==> images/clock_wires.png <==
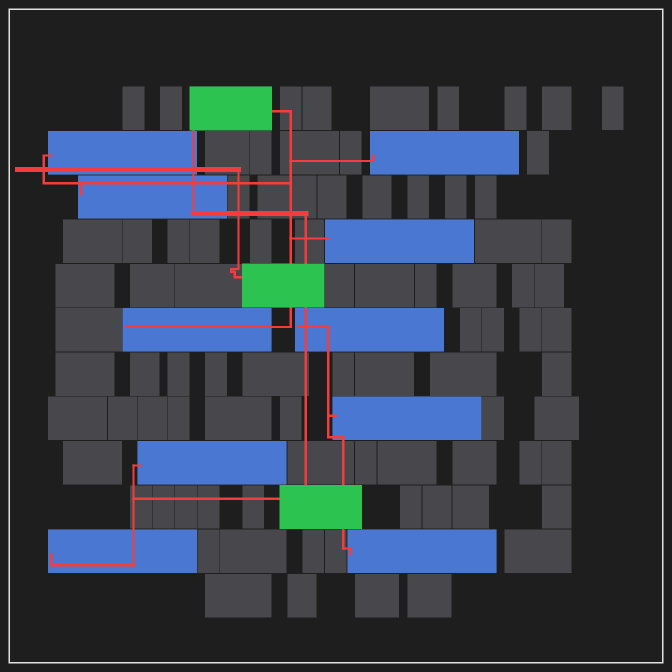
==> images/clock_nets.png <==
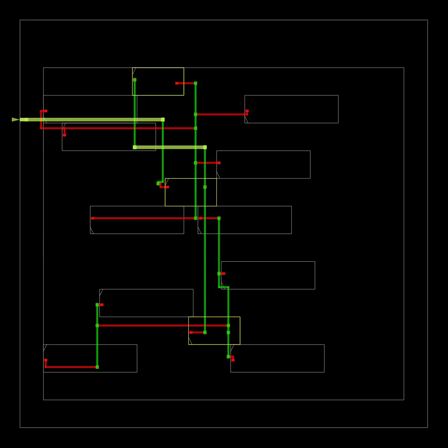
==> images/pinout.png <==
Pins as bars across the die edge, other pins in grey.
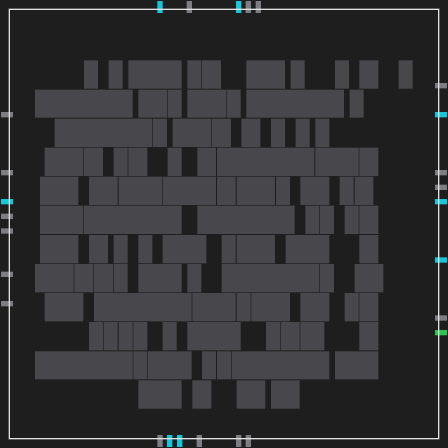
==> images/sizing.png <==
The bar under the picture is 10 um long.
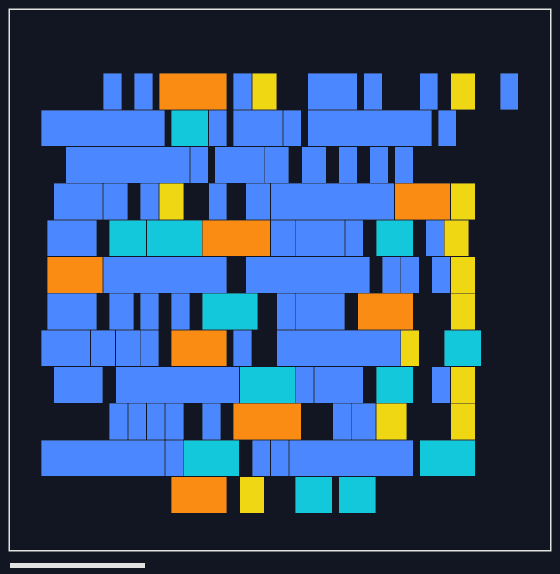
Design pixel_readout, sky130hd; sources not shown.
==> out/results.ini <==
[cts]
clk_transition_reported_paths_ns=0.05
clockRootBuffer=sky130_fd_sc_hd__clkbuf_8
cts_tree=done

[finish]
clock_cell_area_share=0.0501
num_antenna_cells=0
n_multi_input_combinational_cell=39

[timing]
finalHoldViolCount=0
whs_ns=0.358
setup_violations=0
rsz_0062_raised_after_global_routing=yes
period_minus_slack_ns=1.34

[critical_path]
type_of_element_capturing_the_critical_path=primary output
path_cells=inv_2 -> nand2_2 -> buf_6 -> nor2_1 -> buf_2
reg2reg_slack_ns=0.21
r2r.worst_path.cells=6

[global_routing]
grt_start_max_net_pins=11
antenna_found_initial=0

[yosys]
synth_xor_xnor_area_share=0
post_synth_and_or_nand_nor_area_fraction=0.323
synthAdderAreaFrac=0
yosysCellCount=67
yosys-dominant-comb-family=simple AND/OR/NAND/NOR gates

[placed_design]
placement.setup.worst_slack_ns=-0.222

[drt]
via_count=506
total_iterations_of_the_first_detailed_routing_run=4
drt-initial-drc-count=14
antenna_violation_net_count_after_detailed_routing=0

[pwr]
cellPowerDensity_nw_per_um2=1770
max-vdd-ir-drop_mv=0.878

[run]
tool_warnings=27
max_cap_violations=0

[run_status]
run_status=finished, final reports clean

## Picture notes: clock_wires.png
- blue: flip-flops (count 10)
- green: clock-net drivers (count 3)
- red: clock wires (length 148 um)
- routed clock nets: 4
clock latency reported for the late side of the worst-skew pair: 0.23 ns
clock group total power: 0.307 mW
Fin Clk Skew: 0.00266 ns

## Picture notes: clock_nets.png
total clock buffers created by CTS: 3
clk sinks: 10
count of flip-flops and latches: 10
final-layout clock buffer total: 3

## Picture notes: pinout.png
- cyan: out_data (pins 8; direction output; edge 3 right, 2 bottom, 2 top, 1 left)
- green: array_clear (pins 1; direction output; edge right)
width of the die: 40.0 um
count of port buffers added during placement: 24
vertical die size: 40.0 um

## Picture notes: sizing.png
- blue: x1 and smaller (cells 66; share 67%)
- yellow: x2 (cells 12; share 12%)
- orange: x6 and larger (cells 8; share 8.2%)
- cyan: x3 and x4 (cells 12; share 12%)
layout overhead on the synthesized area: 62.7%
Repair and plain buffers: 33
Post-Layout Inst Area: 825 um2

metal layers:
layer  global-route usage  wire (um)  up-vias
met4                0.103         30        0
li1                     -          -      255
met1                0.192        483      226
met2                0.310        633       23
met3               0.0500         82        2
met5                    0          0        -
report_power, final:
group	leakage [nW]	switching, mW	internal, mW	total, mW
Combinational	0.319	0.359	0.316	0.675
Clock	0.0216	0.112	0.195	0.307
Sequential	0.124	0.0593	0.414	0.473
Total	0.465	0.531	0.925	1.46
cells in the mapped netlist (all sizes together):
| library cell | count | area [um2] |
|---|---|---|
| o21ai | 1 | 5.00 |
| nand3 | 8 | 40.0 |
| nor2 | 11 | 48.8 |
| nand2 | 18 | 75.1 |
| conb | 1 | 3.75 |
| inv | 13 | 48.8 |
| buf | 5 | 35.0 |
| dfrtp | 10 | 250 |
layout by cell type, fill, tap and decap left out:
cell type / synthesis / final
sky130_fd_sc_hd__buf_2: 1 / 8
sky130_fd_sc_hd__inv_1: 13 / 12
sky130_fd_sc_hd__nand3_1: 8 / 8
sky130_fd_sc_hd__nand2_1: 17 / 16
sky130_fd_sc_hd__nor2_4: 1 / 4
sky130_fd_sc_hd__buf_4: 4 / 7
sky130_fd_sc_hd__conb_1: 1 / 1
sky130_fd_sc_hd__clkbuf_8: 0 / 3
sky130_fd_sc_hd__inv_2: 0 / 1
sky130_fd_sc_hd__clkbuf_2: 0 / 2
sky130_fd_sc_hd__buf_6: 0 / 5
sky130_fd_sc_hd__dfrtp_1: 10 / 10
sky130_fd_sc_hd__o21ai_0: 1 / 1
sky130_fd_sc_hd__clkdlybuf4s50_1: 0 / 11
sky130_fd_sc_hd__nand2_2: 0 / 1
sky130_fd_sc_hd__nor2_1: 10 / 7
sky130_fd_sc_hd__nand2_4: 1 / 1
Power figures rest on the tool's default switching activity, not on a simulated workload.
